placement.png
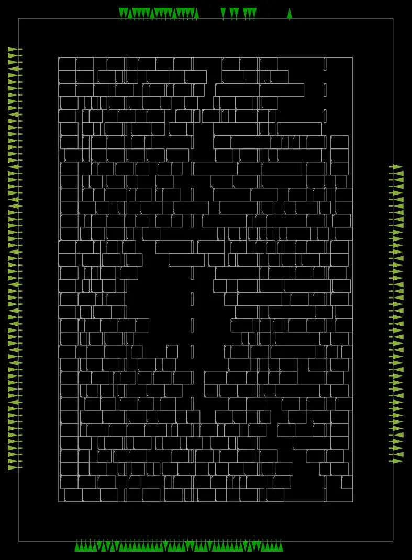
placement_by_type.png
The bar under the picture is 20 um long. Fill, decap, tap and diode cells in grey.
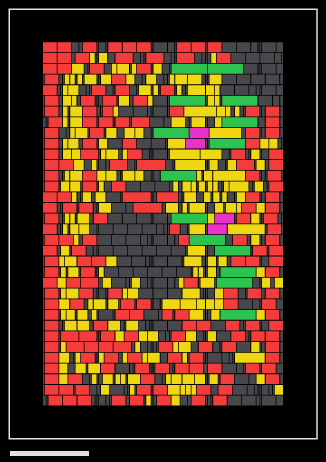
===== config.mk =====
export PLATFORM = sky130hd
export DESIGN_NAME = dmem_port_arbiter
export DESIGN_NICKNAME = d
export VERILOG_FILES = /design/src/rtl/dmem_port_arbiter.sv
export SDC_FILE = /design/constraint.sdc
export NUM_CORES = 1
export LEC_CHECK = 0
export CAP_MARGIN = 20
export CORE_ASPECT_RATIO = 1.5
export CORE_MARGIN = 8
export CORE_UTILIZATION = 32
export CTS_BUF_LIST = sky130_fd_sc_hd__clkbuf_8 sky130_fd_sc_hd__clkbuf_16
export CTS_CLUSTER_DIAMETER = 100
export DETAILED_ROUTE_END_ITERATION = 7
export PLACE_DENSITY = 0.87
export REMOVE_ABC_BUFFERS = 1
export SETUP_SLACK_MARGIN = 0.3
export SLEW_MARGIN = 20
export SYNTH_ARGS = -nofsm -noshare
export SYNTH_HDL_FRONTEND = slang
export SYNTH_SLANG_ARGS = --single-unit

===== constraint.sdc =====
create_clock -name clk -period 4.9 [get_ports clk]
set_input_delay 0.98 -clock clk [delete_from_list [all_inputs] [get_ports clk]]
set_output_delay 0.98 -clock clk [all_outputs]
set_load 0.01 [all_outputs]

===== src/rtl/dmem_port_arbiter.sv =====
// -----------------------------------------------------------------------------
// dmem_port_arbiter
//
// Shares one single-port data memory among four requesters:
//   0 = register-file X/Y port, 1 = accumulator port,
//   2 = PC stack port,          3 = crypto core data port.
// One access is granted per cycle using round-robin priority. A requester that
// holds lock keeps ownership for a burst of back-to-back accesses. A lock held
// for LOCK_MAX cycles is released by force. Read data returns one cycle after
// the access with a one-hot valid tag.
//
// Ports:
//   clk, rst        clock (rising edge), asynchronous active-high reset
//   req/we/lock     per-requester request, write enable and burst lock
//   addr/wdata      packed per-requester address and write data
//                   (requester i at [i*W +: W])
//   gnt             one-hot grant, combinational
//   rvalid          one-hot read-data valid, registered
//   rdata           read data, forced to zero unless some rvalid bit is set
//   mem_*           memory-side access fields, all zero when nothing is granted
//   mem_rdata       memory read data, one cycle after the access edge
//   lock_timeout    one-cycle pulse after a forced lock release
//   locked          high while the arbiter is in the LOCKED state
// -----------------------------------------------------------------------------
module dmem_port_arbiter #(
  parameter int ADDR_W   = 9,
  parameter int DATA_W   = 16,
  parameter int LOCK_MAX = 16
) (
  input  logic                  clk,
  input  logic                  rst,
  input  logic [3:0]            req,
  input  logic [3:0]            we,
  input  logic [3:0]            lock,
  input  logic [4*ADDR_W-1:0]   addr,
  input  logic [4*DATA_W-1:0]   wdata,
  output logic [3:0]            gnt,
  output logic [3:0]            rvalid,
  output logic [DATA_W-1:0]     rdata,
  output logic                  mem_en,
  output logic                  mem_we,
  output logic [ADDR_W-1:0]     mem_addr,
  output logic [DATA_W-1:0]     mem_wdata,
  input  logic [DATA_W-1:0]     mem_rdata,
  output logic                  lock_timeout,
  output logic                  locked
);

  localparam logic [0:0] ST_UNLOCKED = 1'b0;
  localparam logic [0:0] ST_LOCKED   = 1'b1;

  localparam int              CNT_W   = $clog2(LOCK_MAX);
  localparam logic [CNT_W-1:0] CNT_LAST = CNT_W'(LOCK_MAX - 1);

  logic [0:0]       state;
  logic [1:0]       owner;
  logic [1:0]       ptr;
  logic [CNT_W-1:0] lock_cnt;

  logic             gnt_any;
  logic [1:0]       gnt_idx;
  logic [1:0]       cand;

  // Grant selection. While locked only the owner can be granted; otherwise
  // the first asserted request searching upward from ptr wins.
  // NOTE: every variable written in this block gets a default first, so no
  // path leaves one unassigned and no latch is inferred.
  always_comb begin
    gnt_any = 1'b0;
    gnt_idx = 2'd0;
    cand    = 2'd0;
    if (state == ST_LOCKED) begin
      gnt_any = req[owner];
      gnt_idx = owner;
    end else begin
      for (int i = 0; i < 4; i++) begin
        cand = ptr + 2'(i);
        if (!gnt_any && req[cand]) begin
          gnt_any = 1'b1;
          gnt_idx = cand;
        end
      end
    end
  end

  assign gnt = gnt_any ? (4'b0001 << gnt_idx) : 4'b0000;

  // Memory-side mux; everything stays zero on idle cycles.
  always_comb begin
    mem_en    = gnt_any;
    mem_we    = 1'b0;
    mem_addr  = '0;
    mem_wdata = '0;
    if (gnt_any) begin
      mem_we    = we[gnt_idx];
      mem_addr  = addr[int'(gnt_idx)*ADDR_W +: ADDR_W];
      mem_wdata = wdata[int'(gnt_idx)*DATA_W +: DATA_W];
    end
  end

  // NOTE: sequential state uses non-blocking assignments so every register
  // samples the pre-edge values, independent of statement order.
  always_ff @(posedge clk or posedge rst) begin
    if (rst) begin
      state        <= ST_UNLOCKED;
      owner        <= 2'd0;
      ptr          <= 2'd0;
      lock_cnt     <= '0;
      rvalid       <= 4'b0000;
      lock_timeout <= 1'b0;
    end else begin
      // Only reads return data; gnt is one-hot, so mem_we is the granted we.
      rvalid       <= gnt & {4{~mem_we}};
      lock_timeout <= 1'b0;
      if (state == ST_UNLOCKED) begin
        if (gnt_any) begin
          ptr <= gnt_idx + 2'd1;
          if (lock[gnt_idx]) begin
            state    <= ST_LOCKED;
            owner    <= gnt_idx;
            lock_cnt <= '0;
          end
        end
      end else begin
        lock_cnt <= lock_cnt + 1'b1;
        // Timeout wins over the other release causes so that a simultaneous
        // drop of req still yields a single release with a timeout pulse.
        if (lock_cnt == CNT_LAST) begin
          state        <= ST_UNLOCKED;
          lock_timeout <= 1'b1;
          ptr          <= owner + 2'd1;
        end else if (!req[owner] || !lock[owner]) begin
          state <= ST_UNLOCKED;
        end
      end
    end
  end

  assign locked = (state == ST_LOCKED);
  assign rdata  = (|rvalid) ? mem_rdata : '0;

endmodule


==> impl_metrics.json <==
{
  "outcome": "completed",
  "die-width_um": 77.8,
  "power_frac_clock_pct": 4.8,
  "comb_area_share_pct": 36.5,
  "flops": 14,
  "buffers": 190,
  "slowest_stage": "o41a_4",
  "min_from": "lock_cnt[1]$_DFFE_PP0P_",
  "setup_tns_ns": 0,
  "finalMaxSlewViolations": 0,
  "ctsHoldBuffers": 0,
  "drive_gt1_share_pct": 6.94,
  "power.switching_uw": 1040,
  "rsz0062_at_grt": "no",
  "fillCellCount": 468,
  "antenna_found_initial": 0,
  "wire_per_inst_um": 17.1,
  "synth_cells": 244,
  "crit_type": "in2out",
  "leakage_uw": 0.00162,
  "ys_cells": 244,
  "start_kind": "input port",
  "max_stage_delay_ns": 0.59,
  "initial_core_util_pct": 32.4,
  "path_clk_slew_ns": 0.06,
  "largest_area_cell": "dfrtp_1",
  "finalWorstSetupSlack_ns": 0.423,
  "clk_latency_ns": 0.24,
  "mi_logic_area_um2": 1420,
  "combPwrFrac_pct": 85.5,
  "ys_warn_count": 0,
  "synthAoiAreaFrac_pct": 28.1,
  "hold_viol": 0,
  "n_clock_buffer": 4,
  "warnings": 28,
  "endpoint": "gnt[2]",
  "ys_chip_area_um2": 1840,
  "mux_share_pct": 8.52,
  "sh_seq_area_pct": 9.00,
  "power_density_nw_per_um2": 594,
  "worst_slew_pin_slew_ns": 0.734,
  "arrival_ns": 3.50,
  "logic_family": "simple AND/OR/NAND/NOR gates",
  "critPathMostFrequentCell": "clkdlybuf4s50_1",
  "async_flop_share_pct": 100,
  "ys_dominant_reg_cell": "dfrtp_1",
  "fmax_mhz": 223,
  "pre_cts_ws_ns": 0.225,
  "die-area_um2": 8470,
  "synth_area_per_cell_um2": 7.52,
  "regToRegSetupSlack_ns": 2.47,
  "final_cell_mix": "clkdlybuf4s50_1 (170), nand2_1 (57), and2_1 (30), a211oi_1 (25), a311oi_1 (25)",
  "gr-usage-all-layers_pct": 18.5,
  "fp.dieH_um": 109,
  "yosys.area.top_type_share_pct": 19.1,
  "syn-cell-area_um2": 1840,
  "peakVddDrop_v": 0.000279,
  "holdPathStages": 2,
  "comb_cells": 205,
  "grt_pass1_wl_um": 13000,
  "clkCellAreaFrac_pct": 1.41,
  "grt_pass1_vias": 2761,
  "io_pins": 183,
  "seq_area_um2": 350,
  "gp_congestion": 0.852,
  "rr_endpoint": "owner[0]$_DFFE_PP0P_",
  "powerClk_uw": 111,
  "seq_cell_power_uw": 224,
  "p_comb_uw": 1980,
  "topCellsByArea": "dfrtp_1 (19%), a311oi_1 (12%), nand2_1 (12%)",
  "p_seq_share_pct": 9.7,
  "num_tap_cells": 72,
  "hpwl_um": 6980,
  "cp_top_family": "buffers and inverters",
  "edf_count": 0,
  "cp.buffers_inverters": 3,
  "finalClockSkew_ns": 0.00202,
  "end_kind": "output port",
  "cts_sinks": 14,
  "first_pass_iters": 4,
  "cts-root-buf": "clkbuf_8",
  "drt_iter0_drc": 67,
  "p_int_uw": 1270,
  "path_cells": "clkdlybuf4s50_1 > nor2b_1 > o21a_1 > o41a_4 > buf_4 > ha_1 > and2_1 > clkdlybuf4s50_1",
  "r2r_cells": 7,
  "adder_share_pct": 3.41,
  "grt-ovfl-total": 0,
  "startpoint": "req[0]",
  "cts_max_level": 1,
  "drv_cap": 0,
  "power-top-group": "combinational cells",
  "io_buffers": 182,
  "inv_count": 5,
  "path_max_fanout": 17,
  "wirelength_um": 8400,
  "worstHoldPathType": "reg2reg",
  "ys_ff": 14,
  "antennaDiodeCount": 0,
  "drc": 0,
  "cts_tree": "built",
  "timing.final.crit_period_ns": 4.48,
  "whs_endpoint": "lock_cnt[1]$_DFFE_PP0P_",
  "via_per_inst": 5.27,
  "coreArea_um2": 5660,
  "yosys.area_share.xor_xnor_pct": 0.954,
  "worstPathRequired_ns": 3.92,
  "lay_top_count": "clkdlybuf4s50_1",
  "regToRegStartpoint": "ptr[0]$_DFFE_PP0P_",
  "simple_gate_share_pct": 34.0,
  "nonClkBufAreaFrac_pct": 50.3,
  "synth_cell_type_count": 39,
  "drtAntennaViolNets": 0
}
Notes on placement.png above:
Std-Cell Rows: 34
Finished Layout Cells: 490

Notes on placement_by_type.png above:
combinational and other logic: marked yellow, cells 210, share of their area 38%. clock drivers and dummy loads: marked magenta, cells 4, share of their area 1.4%. sequential cells: marked green, cells 14, share of their area 9.2%. remaining buffers and delay cells: marked red, cells 190, share of their area 51%.

[metal layers]
| layer | vias up | share of wire [%] | track usage (%) |
|---|---|---|---|
| li1 | 1234 | - | - |
| met1 | 1179 | 35 | 18.2 |
| met2 | 145 | 51 | 33.6 |
| met3 | 24 | 10 | 7.10 |
| met4 | 0 | 3.7 | 8.27 |
| met5 | - | 0 | 0 |
[timing repair]
item                                    CTS  global route
gates cloned                              0             0
endpoints found under the setup margin   21            23
setup buffers                             0             0
pin swaps                                 0             2
resized                                   2            16
endpoints found under the hold margin     0             0
[tightest hold or removal path, stage by stage (launching register included)]
cell and delay, ns:
dfrtp_1 0.36, mux2i_1 0.08, nor2_1 0.08
[synth_stat cells, types with 3 or more instances]
library cell,count
clkbuf_1,12
a21oi_1,3
nand2_1,57
dfrtp_1,14
a211oi_1,25
ha_1,5
nor2_1,8
mux2i_1,4
and2_1,30
a311oi_1,26
and2_0,3
nor2b_1,17
inv_1,4
mux2_2,3
buf_2,6
[stage by stage]
| stage | instance area, um2 | util [%] | hold WS (ns) | std cells | total power, uW |
|---|---|---|---|---|---|
| finish | 3890 | 68.8 | 0.556 | 490 | 2310 |
| global route | 3890 | 68.8 | 0.600 | 490 | 2500 |
| CTS | 3830 | 67.7 | 0.560 | 490 | 2330 |
| detailed placement | 3760 | 66.5 | 0.546 | 486 | 2200 |
| global placement | 3760 | 66.5 | 0.530 | 486 | 2160 |
| floorplan | 1750 | - | 0.513 | 224 | 1170 |
[flip-flops by register name (all words and copies together) (netlist names)]
| register | cells |
|---|---|
| lock_timeout | 1 |
| ptr | 2 |
| locked | 1 |
| lock_cnt | 4 |
| rvalid | 4 |
| owner | 2 |
No activity file was given, so power comes from the tool's default toggle rates.
